Figure 1. Signal metal coverage by tile (run 1).
The bar under the picture is 20 um long. 24 x 16 tiles, from dark purple (low) to yellow (high), scaled to the fullest tile. Values are wire area over tile area, all layers added.
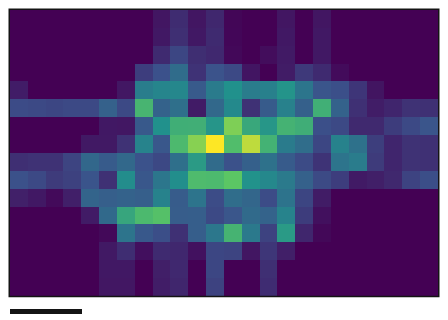
Figure 2. Clock network drawn from the DEF (run 1).
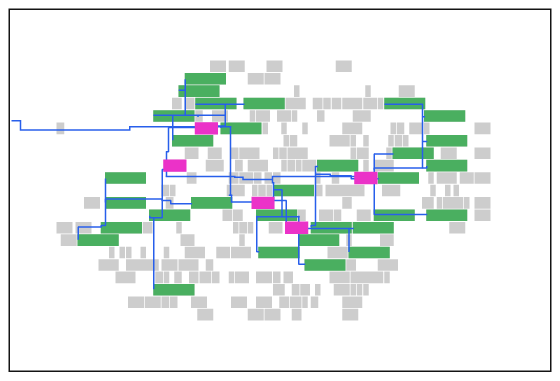
Figure 3. Sequential cells grouped by signal name (run 1).
Other sequential cells in the stronger gray, the rest of the logic in the fainter gray.
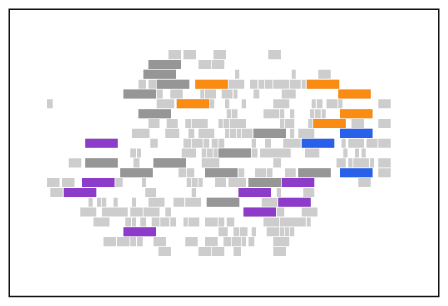
## src/rtl/quiz_round_ctrl.sv

```systemverilog
// quiz_round_ctrl: question sequencer, first-press arbiter, answer judge and score keeper.
// Optional feature macro QUIZ_PENALTY_EN: a wrong answer also costs one point (floor 0).
module quiz_round_ctrl #(
    parameter int NUM_PLAYERS   = 2,
    parameter int NUM_QUESTIONS = 5,
    parameter int SCORE_MAX     = 5,
    parameter int SHOW_CYCLES   = 4,
    localparam int PW = $clog2(NUM_PLAYERS),
    localparam int QW = $clog2(NUM_QUESTIONS),
    localparam int SW = $clog2(SCORE_MAX + 1)
) (
    input  logic                        clk,
    input  logic                        rst_n,
    input  logic                        start,
    input  logic [4*NUM_PLAYERS-1:0]    joy_in,
    input  logic [1:0]                  ans,
    output logic [QW-1:0]               q_idx,
    output logic                        q_valid,
    output logic [SW*NUM_PLAYERS-1:0]   scores,
    output logic [NUM_PLAYERS-1:0]      lockout,
    output logic                        result_valid,
    output logic [PW-1:0]               result_player,
    output logic                        result_correct,
    output logic                        game_done,
    output logic [PW-1:0]               winner,
    output logic                        winner_tie
);
    localparam int CW = (SHOW_CYCLES > 1) ? $clog2(SHOW_CYCLES) : 1;

    typedef enum logic [2:0] {S_IDLE, S_ASK, S_JUDGE, S_SHOW, S_DONE} state_e;

    state_e                             state_q, state_d;
    logic [QW-1:0]                      q_idx_q, q_idx_d;
    logic [NUM_PLAYERS-1:0][SW-1:0]     score_q, score_d;
    logic [NUM_PLAYERS-1:0]             lock_q, lock_d;
    logic [4*NUM_PLAYERS-1:0]           joy_prev_q;
    logic [PW-1:0]                      player_q, player_d;
    logic                               correct_q, correct_d;
    logic [CW-1:0]                      cnt_q, cnt_d;
    logic                               q_valid_q, result_valid_q, game_done_q;
    logic [PW-1:0]                      winner_q;
    logic                               tie_q;

    logic                               press_hit_s;
    logic [PW-1:0]                      press_player_s;
    logic [1:0]                         press_choice_s;
    logic [SW-1:0]                      best_s;
    logic [PW-1:0]                      win_s;
    logic                               tie_s;

    function automatic logic [1:0] enc_choice(input logic [3:0] grp);
        case (grp)
            4'b0001: enc_choice = 2'd0;
            4'b0010: enc_choice = 2'd1;
            4'b0100: enc_choice = 2'd2;
            4'b1000: enc_choice = 2'd3;
            default: enc_choice = 2'd0;
        endcase
    endfunction

    // Clean rising-edge press per player; scanning downward leaves the lowest index as winner.
    always_comb begin
        press_hit_s    = 1'b0;
        press_player_s = '0;
        press_choice_s = 2'd0;
        for (int p = NUM_PLAYERS - 1; p >= 0; p--) begin
            if ((joy_prev_q[4*p +: 4] == 4'b0000) && $onehot(joy_in[4*p +: 4]) && !lock_q[p]) begin
                press_hit_s    = 1'b1;
                press_player_s = PW'(p);
                press_choice_s = enc_choice(joy_in[4*p +: 4]);
            end else begin
                press_hit_s    = press_hit_s;
            end
        end
    end

    // Top score search; strict '>' keeps the lowest index on a tie.
    always_comb begin
        best_s = score_q[0];
        win_s  = '0;
        tie_s  = 1'b0;
        for (int p = 1; p < NUM_PLAYERS; p++) begin
            if (score_q[p] > best_s) begin
                best_s = score_q[p];
                win_s  = PW'(p);
                tie_s  = 1'b0;
            end else if (score_q[p] == best_s) begin
                tie_s  = 1'b1;
            end else begin
                tie_s  = tie_s;
            end
        end
    end

    // Round sequencing, judging and scoring.
    always_comb begin
        state_d   = state_q;
        q_idx_d   = q_idx_q;
        score_d   = score_q;
        lock_d    = lock_q;
        player_d  = player_q;
        correct_d = correct_q;
        cnt_d     = cnt_q;
        case (state_q)
            S_IDLE, S_DONE: begin
                if (start) begin
                    state_d = S_ASK;
                    q_idx_d = '0;
                    score_d = '0;
                    lock_d  = '0;
                end else begin
                    state_d = state_q;
                end
            end
            S_ASK: begin
                if (press_hit_s) begin
                    state_d   = S_JUDGE;
                    player_d  = press_player_s;
                    correct_d = (press_choice_s == ans);
                end else begin
                    state_d   = S_ASK;
                end
            end
            S_JUDGE: begin
                if (correct_q) begin
                    if (score_q[player_q] != SW'(SCORE_MAX)) begin
                        score_d[player_q] = score_q[player_q] + 1'b1;
                    end else begin
                        score_d[player_q] = score_q[player_q];
                    end
                end else begin
                    lock_d[player_q] = 1'b1;
`ifdef QUIZ_PENALTY_EN
                    if (score_q[player_q] != '0) begin
                        score_d[player_q] = score_q[player_q] - 1'b1;
                    end else begin
                        score_d[player_q] = score_q[player_q];
                    end
`else
                    score_d[player_q] = score_q[player_q];
`endif
                end
                cnt_d   = '0;
                state_d = S_SHOW;
            end
            S_SHOW: begin
                if (cnt_q == CW'(SHOW_CYCLES - 1)) begin
                    // Judge has already updated lock_q, so &lock_q includes this answer.
                    if (correct_q || (&lock_q)) begin
                        if (q_idx_q == QW'(NUM_QUESTIONS - 1)) begin
                            state_d = S_DONE;
                        end else begin
                            q_idx_d = q_idx_q + 1'b1;
                            lock_d  = '0;
                            state_d = S_ASK;
                        end
                    end else begin
                        state_d = S_ASK;
                    end
                end else begin
                    cnt_d = cnt_q + 1'b1;
                end
            end
            default: state_d = S_IDLE;
        endcase
    end

    // State and output registers.
    always_ff @(posedge clk or negedge rst_n) begin
        if (!rst_n) begin
            state_q        <= S_IDLE;
            q_idx_q        <= '0;
            score_q        <= '0;
            lock_q         <= '0;
            joy_prev_q     <= '0;
            player_q       <= '0;
            correct_q      <= 1'b0;
            cnt_q          <= '0;
            q_valid_q      <= 1'b0;
            result_valid_q <= 1'b0;
            game_done_q    <= 1'b0;
            winner_q       <= '0;
            tie_q          <= 1'b0;
        end else begin
            state_q        <= state_d;
            q_idx_q        <= q_idx_d;
            score_q        <= score_d;
            lock_q         <= lock_d;
            joy_prev_q     <= joy_in;
            player_q       <= player_d;
            correct_q      <= correct_d;
            cnt_q          <= cnt_d;
            q_valid_q      <= (state_d == S_ASK);
            result_valid_q <= (state_d == S_SHOW);
            game_done_q    <= (state_d == S_DONE);
            winner_q       <= (state_d == S_DONE) ? win_s : '0;
            tie_q          <= (state_d == S_DONE) ? tie_s : 1'b0;
        end
    end

    assign q_idx          = q_idx_q;
    assign q_valid        = q_valid_q;
    assign scores         = score_q;
    assign lockout        = lock_q;
    assign result_valid   = result_valid_q;
    assign result_player  = player_q;
    assign result_correct = correct_q;
    assign game_done      = game_done_q;
    assign winner         = winner_q;
    assign winner_tie     = tie_q;

endmodule

```

## config.mk

```make
export PLATFORM = sky130hd
export DESIGN_NAME = quiz_round_ctrl
export DESIGN_NICKNAME = d
export VERILOG_FILES = /design/src/rtl/quiz_round_ctrl.sv
export SDC_FILE = /design/constraint.sdc
export NUM_CORES = 1
export LEC_CHECK = 0
export CAP_MARGIN = 20
export CORE_ASPECT_RATIO = 0.6
export CORE_MARGIN = 10
export CORE_UTILIZATION = 30
export CTS_CLUSTER_DIAMETER = 120
export DETAILED_ROUTE_END_ITERATION = 8
export GPL_TIMING_DRIVEN = 0
export SLEW_MARGIN = 10
export SYNTH_ARGS = -nofsm -noshare
export SYNTH_HDL_FRONTEND = slang
export SYNTH_SLANG_ARGS = --single-unit
```

## constraint.sdc

```tcl
create_clock -name clk -period 4.4 [get_ports clk]
set_input_delay 0.88 -clock clk [delete_from_list [all_inputs] [get_ports clk]]
set_output_delay 0.88 -clock clk [all_outputs]
set_load 0.02 [all_outputs]
```

==> run summary, run 1 <==
Top power group -> combinational cells
detailed placement HPWL -> 3007 um
# IOs -> 31
power in the clock group -> 0.000210 W
Syn Nets -> 203
die area -> 9342 um2
Yosys cell types -> 41
Seq area share -> 0.3497
OpenROAD warning count -> 32
flip-flops -> 31
number of fill cells in the layout -> 563
pwr dens -> 464.9 nW/um2
Port Buffers -> 30
final setup fails -> 0
Clock Skews -> 0.008049 ns
combinational logic power -> 0.000413 W
initial antenna violation count -> 0
clock network area share -> 0.03779
vias in the first global route -> 1255
post-CTS sizing -> 0
register share after synthesis -> 0.4460
RSZ-0062 raised after global routing -> false
worst rel slew slack -> 0.5020
asr flop ratio synth -> 1.000
drt wl/cell -> 12.87 um
Reg-to-Reg End -> scores[2]
ant diodes -> 0
yosys warns -> 0
Hold Path Class -> reg2reg
Reg clk slew, reported paths -> 0.07 ns
top cells by area -> dfrtp_1 45%, ha_1 12%, inv_1 4.5%, nand2_1 3.0%, a21oi_1 2.9%
Comb power frac -> 0.401
number of flops mapped to enable cells by yosys -> 0
max frequency -> 302.0 MHz
Clock Buffer Count -> 5
status -> completed
Syn-to-layout area delta -> 27.55%
critical path class -> in2reg
CTS Buffer Depth -> 2
CTS tree -> yes
drt first pass iters -> 4
About Figure 1:
densest ninth of the die: center
mean over tiles: 0.063
tiles over half the peak: 7.6%
emptiest ninth of the die: lower right
fullest tile: 0.40
nearly empty tiles: 41%

About Figure 2:
[blue] clock wires | length: 417 um
[magenta] cells driving clock nets | count: 5
[green] flip-flops | count: 31
routed clock nets: 6

About Figure 3:
[purple] joy_prev_q | flops: 8
[orange] scores | flops: 6
[blue] q_idx | flops: 3
not colored: 14
Final Util: 0.3964
P_seq: 0.000408 W
register area: 775.7 um2

==> run 1: sequential cells by signal (all words and copies together), names as in the netlist, 2 cells and up <==
name and flops:
q_idx 3, joy_prev_q 8, scores 6, state_q 3, cnt_q 2, lockout 2
==> run 1: layer usage <==
metal	vias to the layer above	part of all wire	GRT usage
li1	663	-	-
met1	616	0.52	0.1186
met2	27	0.41	0.1162
met3	2	0.068	0.03390
met4	0	0.0038	0.02088
met5	-	0	0
==> run 1: kinds of logic (layout without fill, tap and decap cells) <==
family                   after synthesis  count (layout)  synth area share
XOR/XNOR                               5               5           0.02518
buffers and inverters                 23              61           0.05396
flip-flops                            31              31            0.4460
AND/OR/NAND/NOR                       61              61            0.2022
multiplexers                           2               2           0.01295
AND-OR/OR-AND                         32              32            0.1216
adder cells (fa/ha/maj)               18              18            0.1381
Figure 4. Cell placement (run 1).
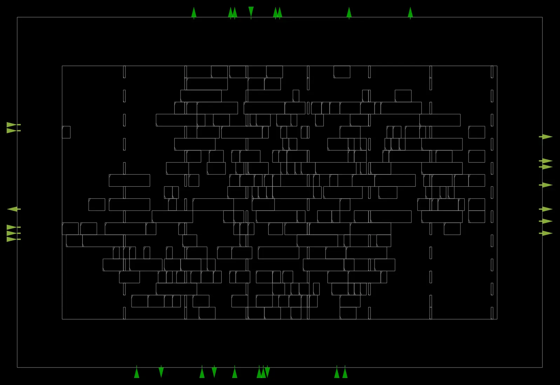

==> run 2, diff against run 1 <==
Clock period 4.4 ns to 3.1 ns, I/O delays scaled along.
Figure 5. Cell placement (run 2).
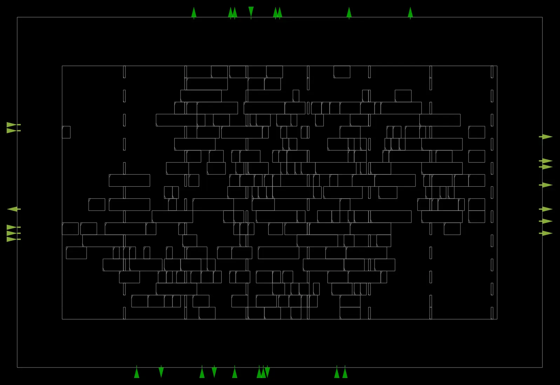
Site Rows: 21
number of fill cells in the layout: 560
Non-Filler Instances: 290
Core Box Area: 5597 um2

Figure 6. Signal metal coverage by tile (run 2).
The bar under the picture is 20 um long. 24 x 16 tiles, from dark purple (low) to yellow (high), scaled to the fullest tile. Values are wire area over tile area, all layers added.
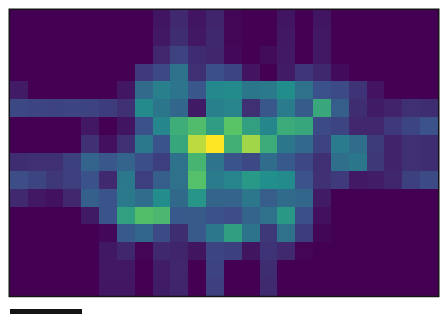
GRT Util Overall: 0.08445
drt wl/cell: 13.01 um

Figure 7. Cells by drive strength (run 2).
The bar under the picture is 20 um long.
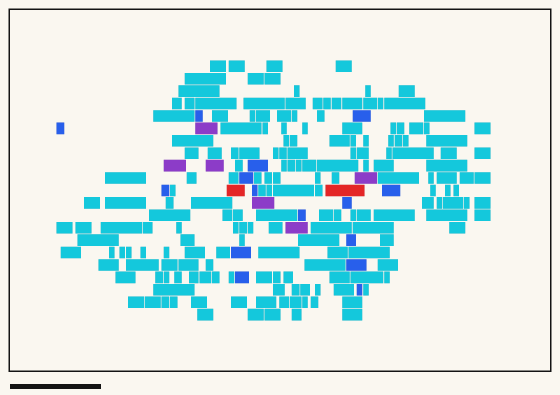
[purple] drive 6 and up | cells: 6
[blue] drive 2 | cells: 15
[cyan] drive 1 or less | cells: 187
[red] drive 3 to 4 | cells: 2
Syn-to-layout area delta: 28.63%
Finished Cell Area: 2237 um2
Non-clk bufs: 31
final setup margin: 0.2149 ns

==> run 2 against run 1 <==
Sequential power is 42% higher. Count of clock-buffer cells in the layout unchanged. Hold slack got worse by 0.16 ns. Wire length increased by 1.0%. Utilization grew 0.34 points. Synthesized cell count is the same. Die size is the same. Register-to-register slack lost 1.3 ns. Clock skew about the same. Critical path depth down 1. Critical endpoint unchanged. Final cell count unchanged. Sequential share of layout area decreased by 0.29 points.
==> run summary, run 2 <==
status -> completed (unchanged)
Reg-to-Reg End -> scores[2] (unchanged)
M2 GR Usage -> 0.1162 (unchanged)
CTS Buffer Depth -> 2 (unchanged)
Syn Nets -> 203 (unchanged)
register share after synthesis -> 0.4460 (unchanged)
Met3 Wirelength -> 243 um (was 252 um)
die area -> 9342 um2 (unchanged)
P_seq -> 0.000578 W (was 0.000408 W)
asr flop ratio synth -> 1.000 (unchanged)
Comb power frac -> 0.401 (about the same)
Reg clk slew, reported paths -> 0.06 ns (was 0.07 ns)
initial antenna violation count -> 0 (unchanged)
pwr dens -> 654.1 nW/um2 (was 464.9 nW/um2)
number of flip-flops in the largest register -> 8 (unchanged)
Final Util -> 0.3997 (was 0.3964)
total CTS buffers -> 5 (unchanged)
OpenROAD warning count -> 32 (unchanged)
Clock Buffer Count -> 5 (unchanged)
detailed placement HPWL -> 3007 um (unchanged)
final setup fails -> 0 (unchanged)
flip-flops -> 31 (unchanged)
clock network area share -> 0.03747 (was 0.03779)
number of flops mapped to enable cells by yosys -> 0 (unchanged)
max frequency -> 346.6 MHz
met3 global-route usage -> 0.03390 (unchanged)
Logic inverters -> 22 (unchanged)
Port Buffers -> 30 (unchanged)
Top power group -> combinational cells (unchanged)
Final nets -> 240 (unchanged)
largest register by flop count -> joy_prev_q (unchanged)
power in the clock group -> 0.000299 W (was 0.000210 W)
top cells by area -> dfrtp_1 45%, ha_1 12%, inv_1 4.5%, nand2_1 3.0%, a21oi_1 2.9% (unchanged)
Highest Signal Layer -> met4 (unchanged)
# IOs -> 31 (unchanged)
combinational logic power -> 0.000586 W (was 0.000413 W)
Clock Skews -> 0.008017 ns (was 0.008049 ns)
RSZ-0062 raised after global routing -> false (unchanged)
register area -> 775.7 um2 (unchanged)
worst rel slew slack -> 0.5033 (was 0.5020)
vias in the first global route -> 1255 (unchanged)
met2 wire len -> 1557 um (was 1530 um)
Yosys cell types -> 41 (unchanged)
Hold Path Class -> in2async (was reg2reg)
Metal-1 WL -> 1942 um (was 1935 um)
Commonest Layout Cell -> dfrtp_1 (unchanged)
most used routing layer -> met1 (unchanged)
critical path class -> in2reg (unchanged)
Die Wd -> 118.3 um (unchanged)
critical path depth in cells -> 10 (was 11)
run 2: worst register-to-register path, delay by kind of cell, from the launching register on:
family | cells | cell delay (ns)
AOI/OAI and AO/OA | 1 | 0.14
xor gates and xnor gates | 1 | 0.13
adders and majority gates | 1 | 0.22
DFF | 1 | 0.50
muxes | 1 | 0.40
and+or+nand+nor | 3 | 0.34
run 2: repair_timing:
item	CTS	global route
hold endpoints to repair	0	0
resized	0	7
hold buffers	0	0
buffers inserted	0	0
endpoints found under the setup margin	0	2
run 2: cells by family after synthesis:
logic type	Yosys count	synth area share
simple gates	61	0.2022
compound gates	32	0.1216
flops	31	0.4460
buf+inv	23	0.05396
fa+ha+maj	18	0.1381
xor+xnor	5	0.02518
mux	2	0.01295
==> run 3, diff against run 2 <==
Settings changed: CAP_MARGIN 20 to 15.
Figure 8. Sequential cells grouped by signal name (run 3).
Other sequential cells in the stronger gray, the rest of the logic in the fainter gray.
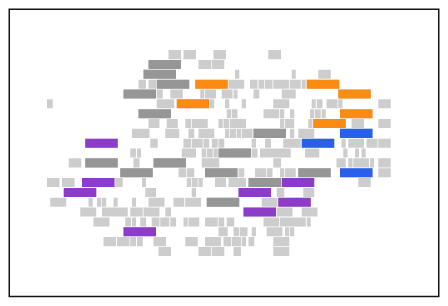
[blue] q_idx | flops: 3
[orange] scores | flops: 6
[purple] joy_prev_q | flops: 8

Figure 9. Cell placement (run 3).
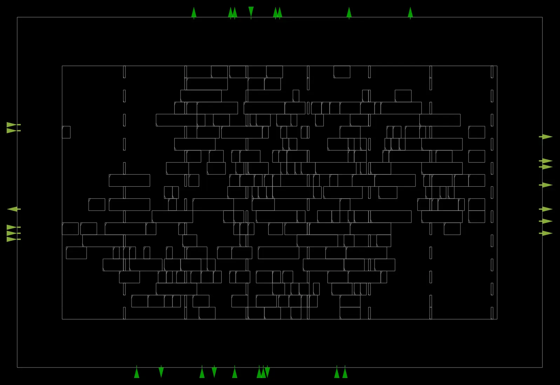
flip-flops: 31
Seq area share: 0.3468
Final Util: 0.3997
Tapcells: 80

==> run 3 against run 2 <==
Via count unchanged. Register-to-register slack about the same. Clock power about the same. Cell area unchanged. Global-route usage unchanged. Total power unchanged. Count of clock-buffer cells in the layout unchanged. Critical endpoint unchanged.
==> run summary, run 3 <==
Top power group -> combinational cells (unchanged)
Clock Buffer Count -> 5 (unchanged)
ant diodes -> 0 (unchanged)
Port Buffers -> 30 (unchanged)
combinational logic power -> 0.000586 W (about the same)
# IOs -> 31 (unchanged)
GRT Util Overall -> 0.08445 (unchanged)
CTS Buffer Depth -> 2 (unchanged)
Site Rows -> 21 (unchanged)
Logic inverters -> 22 (unchanged)
Highest Signal Layer -> met4 (unchanged)
yosys simple share -> 0.2022 (unchanged)
Comb power frac -> 0.401 (about the same)
largest register by flop count -> joy_prev_q (unchanged)
number of flops mapped to enable cells by yosys -> 0 (unchanged)
P_seq -> 0.000578 W (about the same)
Metal-1 WL -> 1942 um (unchanged)
top cells by area -> dfrtp_1 45%, ha_1 12%, inv_1 4.5%, nand2_1 3.0%, a21oi_1 2.9% (unchanged)
Yosys cell types -> 41 (unchanged)
detailed placement HPWL -> 3007 um (unchanged)
drt wl/cell -> 13.01 um (unchanged)
pwr dens -> 654.1 nW/um2 (unchanged)
Final nets -> 240 (unchanged)
post-CTS sizing -> 0 (unchanged)
status -> completed (unchanged)
worst rel slew slack -> 0.5033 (unchanged)
met3 global-route usage -> 0.03390 (unchanged)
vias in the first global route -> 1255 (unchanged)
die area -> 9342 um2 (unchanged)
most used routing layer -> met1 (unchanged)
RSZ-0062 raised after global routing -> false (unchanged)
Commonest Layout Cell -> dfrtp_1 (unchanged)
register area -> 775.7 um2 (unchanged)
power in the clock group -> 0.000299 W (about the same)
initial antenna violation count -> 0 (unchanged)
Met3 Wirelength -> 243 um (unchanged)
final setup fails -> 0 (unchanged)
max frequency -> 346.6 MHz (unchanged)
mux share -> 0.01295 (unchanged)
clock network area share -> 0.03747 (unchanged)
total CTS buffers -> 5 (unchanged)
Largest logic family -> simple AND/OR/NAND/NOR gates (unchanged)
Hold Buf Count CTS -> 0 (unchanged)
drt first pass iters -> 4 (unchanged)
met2 wire len -> 1557 um (unchanged)
AO/OA Area Share -> 0.1216 (unchanged)
met1 Resource Use GR -> 0.1186 (unchanged)
setup bufs post-CTS -> 0 (unchanged)
Non-clk bufs -> 31 (unchanged)
critical path class -> in2reg (unchanged)
Figure 10. Cells by drive strength (run 3).
The bar under the picture is 20 um long.
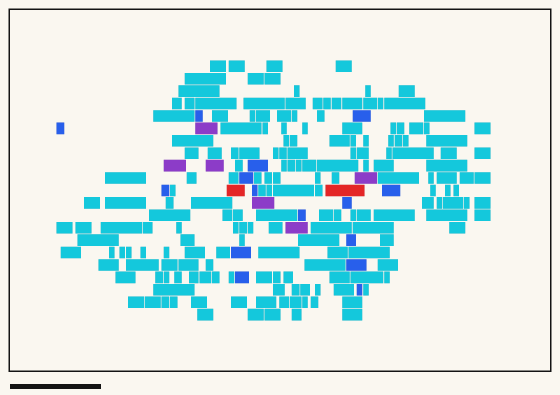

[run 3: cell counts after synthesis]
No cell type changed its count.
[run 3: worst paths after layout]
check	start	end	slack (ns)	depth (start not counted)
setup / recovery	joy_in[4]	result_correct	0.21	10
hold / removal	rst_n	joy_prev_q[4]	0.39	1
setup reg to reg	result_player	scores[2]	1.22	7
hold reg to reg	cnt_q[1]	cnt_q[1]	0.55	1
max in group asynchronous	rst_n	state_q[0]	2.25	1
min in group clk	joy_in[0]	joy_prev_q[0]	0.51	1
[run 3: per-stage QoR]
stage / cell area [um2] / setup WS (ns)
floorplan: 1739 / 0.4727
global placement: 2140 / -0.2129
detailed placement: 2135 / -0.2372
CTS: 2218 / 0.05260
global route: 2237 / 0.06668
finish: 2237 / 0.2149
Power figures rest on the tool's default switching activity, not on a simulated workload.
